### I/O nets highlighted

Scale bar: 20 µm.
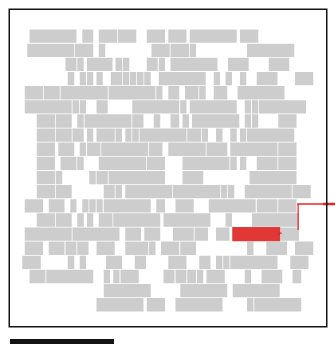
### Signal wires on met2

Scale bar: 20 µm.
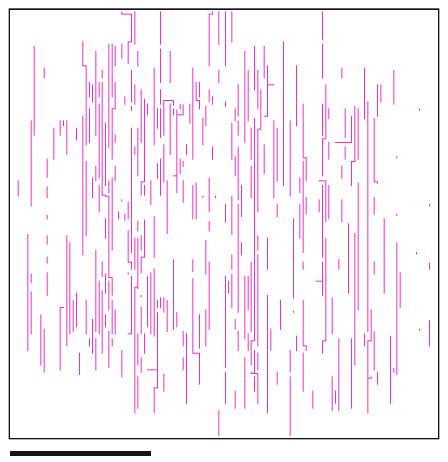
### Cell outlines without signal wires

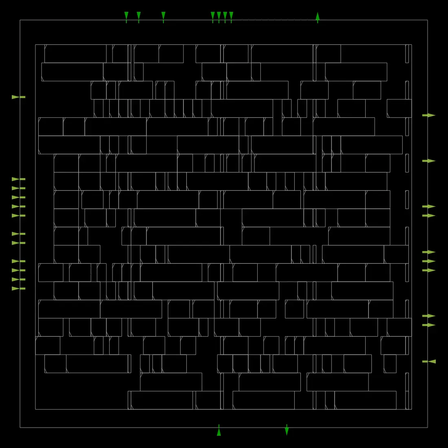
### Wiring by layer

Only two layers are drawn.
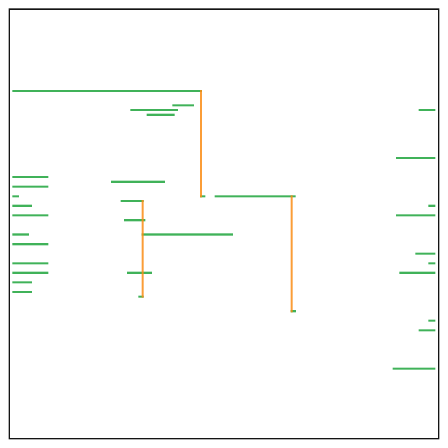
**src/rtl/serial_adder_ctrl.sv**
```systemverilog
// serial_adder_ctrl
//   Bit-serial add/subtract sequencer. One full-adder stage is reused for
//   WIDTH cycles, LSB first, with the carry held in a flip-flop between bits.
//   One operation is accepted per start/busy/done handshake. The result is
//   held on sum/cout until the next operation completes.
//
//   Optional feature macro: SERIAL_ADDER_OVF_EN
//     When defined, the block adds an ovf output that flags two's-complement
//     signed overflow. It is captured together with sum.
//
// Ports
//   Clk     rising-edge clock
//   Rst     asynchronous active-low reset
//   start   operation request, sampled when the sequencer is free
//   op_sub  0: a+b+cin, 1: a-b (cin ignored)
//   cin     carry-in for add
//   a, b    operands (WIDTH bits)
//   busy    high in RUN and DONE
//   done    one-cycle pulse, result valid
//   sum     result, held until the next completion
//   cout    final carry (for subtract: 1 = no borrow)
//   ovf     signed overflow (only with SERIAL_ADDER_OVF_EN)
module serial_adder_ctrl #(
  parameter  int WIDTH = 8,
  localparam int CNT_W = $clog2(WIDTH) + 1
) (
  input  logic             Clk,
  input  logic             Rst,
  input  logic             start,
  input  logic             op_sub,
  input  logic             cin,
  input  logic [WIDTH-1:0] a,
  input  logic [WIDTH-1:0] b,
  output logic             busy,
  output logic             done,
  output logic [WIDTH-1:0] sum,
  output logic             cout
`ifdef SERIAL_ADDER_OVF_EN
  ,
  output logic             ovf
`endif
);

  typedef enum logic [1:0] {IDLE, RUN, DONE} state_t;

  state_t           state;
  logic [WIDTH-1:0] sa, sb, res;
  logic             cy;
  logic [CNT_W-1:0] cnt;

  // The single adder cell: a full adder on the current LSBs and the carry FF.
  logic s, c;
  assign s = sa[0] ^ sb[0] ^ cy;
  assign c = (sa[0] & sb[0]) | (cy & (sa[0] ^ sb[0]));

  logic last;
  assign last = (cnt == CNT_W'(WIDTH - 1));

  // The edge that leaves DONE also acts as the IDLE acceptance edge.
  // This lets a continuously held start launch back-to-back operations
  // every WIDTH+1 cycles. A start seen during RUN is dropped.
  logic accept;
  assign accept = start && (state == IDLE || state == DONE);

  always_ff @(posedge Clk or negedge Rst) begin
    if (!Rst) begin
      state <= IDLE;
      busy  <= 1'b0;
      done  <= 1'b0;
      sum   <= '0;
      cout  <= 1'b0;
      sa    <= '0;
      sb    <= '0;
      res   <= '0;
      cy    <= 1'b0;
      cnt   <= '0;
`ifdef SERIAL_ADDER_OVF_EN
      ovf   <= 1'b0;
`endif
    end else begin
      done <= 1'b0;
      if (accept) begin
        // Subtract is done as a + ~b + 1.
        sa    <= a;
        sb    <= op_sub ? ~b : b;
        cy    <= op_sub | cin;
        cnt   <= '0;
        busy  <= 1'b1;
        state <= RUN;
      end else begin
        case (state)
          IDLE: ;
          RUN: begin
            sa  <= sa >> 1;
            sb  <= sb >> 1;
            res <= {s, res[WIDTH-1:1]};
            cy  <= c;
            cnt <= cnt + CNT_W'(1);
            if (last) begin
              sum   <= {s, res[WIDTH-1:1]};
              cout  <= c;
`ifdef SERIAL_ADDER_OVF_EN
              // cy holds the carry into the MSB on this last bit.
              ovf   <= cy ^ c;
`endif
              done  <= 1'b1;
              state <= DONE;
            end
          end
          DONE: begin
            busy  <= 1'b0;
            state <= IDLE;
          end
          default: begin
            busy  <= 1'b0;
            state <= IDLE;
          end
        endcase
      end
    end
  end

endmodule

```
**config.mk**
```make
export PLATFORM = sky130hd
export DESIGN_NAME = serial_adder_ctrl
export DESIGN_NICKNAME = d
export VERILOG_FILES = /design/src/rtl/serial_adder_ctrl.sv
export SDC_FILE = /design/constraint.sdc
export NUM_CORES = 1
export LEC_CHECK = 0
export CORE_MARGIN = 2
export CORE_UTILIZATION = 55
export CTS_CLUSTER_DIAMETER = 30
export CTS_CLUSTER_SIZE = 14
export DETAILED_ROUTE_END_ITERATION = 10
export PLACE_DENSITY = 0.8
export SYNTH_ARGS = -nofsm -noshare
export SYNTH_HDL_FRONTEND = slang
export SYNTH_SLANG_ARGS = --single-unit
```
**constraint.sdc**
```tcl
create_clock -name Clk -period 2.6 [get_ports Clk]
set_input_delay 0.26 -clock Clk [delete_from_list [all_inputs] [get_ports Clk]]
set_output_delay 0.26 -clock Clk [all_outputs]
set_load 0.01 [all_outputs]
```
==> out/metrics.csv <==
metric,value,unit
status,"complete, no violations",
synthCells,167,
clk_pin_slew,120,ps
drc,0,
path_class,reg -> reg,
path_max_fanout,29,
clock_sinks,41,
hpwl,2.213,mm
fin_nets,220,
fp_nets,190,
edf_count,0,
insertion_delay,340,ps
numCtsBuffers,5,
core,0.003053,mm²
yosys-top-cells-area,"dfrtp_1 (58%), nand2_1 (9.7%), mux2_1 (5.7%)",
grt_pass1_wl,5.485,mm
clock_path_buffers,2,
die_height,60.80,µm
die_area,0.003696,mm²
n_antenna_cell,0,
cp.arrival,1900,ps
gp_congestion,0.7525,
ant_nets,0,
drtIter0Drc,52,
setup_viol,0,
worst_pin_slew,959.3,ps
fin_tns_setup,0,ps
synth_warnings,0,
synth_area_per_cell,10.62,µm²
cts_root_buffer,clkbuf_4,
die_w,60.80,µm
met3_usage,4.051,%
hold_buffers,0,
grt_busiest_layer,met2,
fp-row-count,20,
final.min_clock_period,1675,ps
grt.met1_usage,24.23,%
netlist_top_cells_count,"nand2_1 (46), dfrtp_1 (41), nor2_1 (16)",
synth_cell_types,26,
async_flop_share,100.0,%
synth_top_cell_by_count,nand2_1,
ys_seq_share,57.83,%
total_power,2.517,mW
powerDensity,1153,mW/mm²
synth-seq-cells,41,
yosysTopAreaCellShare,57.83,%
ir_worst_vdd,0.0005312,V
initial_utilization,58.11,%
cpMaxStageDelayCell,nand2b_1,
gr-total-overflow,0,
syn-cell-area,0.001774,mm²
endpoint_kind,flop,
skew,11.74,ps
-- 'I/O nets highlighted' (at the start) --
Red shows `done`, bits 1, direction output, end cells 1, buffers 1, wire 10.6 µm.
I/O pin total: 32
port bufs: 31

-- 'Signal wires on met2' (at the start) --
The longest straight run is 32.6 µm. The layer carries 1600 µm of wire. 190 nets have wire on it.
met2 Track Usage GR: 35.48%
Vias: 1297
final WL: 3.201 mm

-- 'Cell outlines without signal wires' (at the start) --
fill count: 244
sequential fraction of total cell area: 46.99%
seq_cells: 41
Tapcells: 44
Util after Layout: 71.52%

-- 'Wiring by layer' (at the start) --
Orange shows M4, wire length 44.9 µm. Green shows M3, wire length 149 µm.
DR WL/cell: 13.23 µm
Tot GR Track Use: 20.40%

power by group:
group | internal (mW) | switching, mW | total [mW]
logic | 0.481 | 0.494 | 0.976
clock network | 0.230 | 0.195 | 0.425
registers | 0.933 | 0.183 | 1.12
cells by family after synthesis:
| group | share of synthesized area, % |
|---|---|
| and+or+nand+nor | 17.14 |
| DFF | 57.83 |
| AOI/OAI and AO/OA | 8.040 |
| muxes | 7.475 |
| buffers and inverters | 3.244 |
| xor gates and xnor gates | 4.443 |
| adders and majority gates | 1.834 |
placed cells by master, fill, tap and decap left out, drive strengths merged:
cell type,instances
nand4,1
mux2i,2
nand2,46
xnor2,3
mux2,10
o21ai,2
buf,3
nand2b,2
inv,1
nor2b,2
a22oi,1
xor2,6
ha,1
a31oi,11
clkdlybuf4s50,30
bufinv,1
a22o,3
fa,1
clkbuf,7
and3b,1
a221o,3
nand3,1
dfrtp,41
nor2,17
and4b,2
sequential cells by signal, indices dropped and copies added (netlist names):
register and cells:
state 2, busy 1, sum 8, sa 8, res 7, cout 1, sb 8, done 1
cnt 4, cy 1
cell type report:
| class | count | area, µm² |
|---|---|---|
| well taps | 44 | 55.05 |
| inverters | 1 | 3.754 |
| clock buffers | 7 | 55.05 |
| repair buffers | 33 | 320.3 |
| clock inverters | 1 | 30.03 |
| multi-input cells | 115 | 693.2 |
| flip-flops and latches | 41 | 1026 |
| fillers | 244 | 869.6 |
layer usage:
layer	part of all wire, %	vias up
li1	-	620
met1	44	628
met2	50	42
met3	4.7	7
met4	1.4	0
met5	0	-
through the flow:
| stage | cells | utilization (%) | instance area [µm²] | setup slack [ps] |
|---|---|---|---|---|
| after floorplan | 167 | - | 1774 | 1216 |
| after global placement | 234 | 68.73 | 2098 | 721.2 |
| after detailed placement | 234 | 68.73 | 2098 | 675.2 |
| after CTS | 242 | 71.52 | 2183 | 912.2 |
| after global routing | 242 | 71.52 | 2183 | 756.0 |
| final | 242 | 71.52 | 2183 | 925.1 |
worst max-delay path: cells and delay by family, from the launching register on:
| kind | cells | cell delay [ps] |
|---|---|---|
| compound gates | 1 | 290 |
| flops | 1 | 390 |
| simple gates | 2 | 880 |
worst paths after layout:
check                              start  endpoint  slack [ps]
worst max-delay path            state[0]     sb[4]         930
worst min-delay path                 Rst    sum[7]          20
worst max register to register  state[0]     sb[4]         930
worst min register to register    res[1]    res[1]         490
max in group asynchronous            Rst    cnt[0]        2030
min in group Clk                    a[5]     sa[5]         470
Power figures rest on the tool's default switching activity, not on a simulated workload.
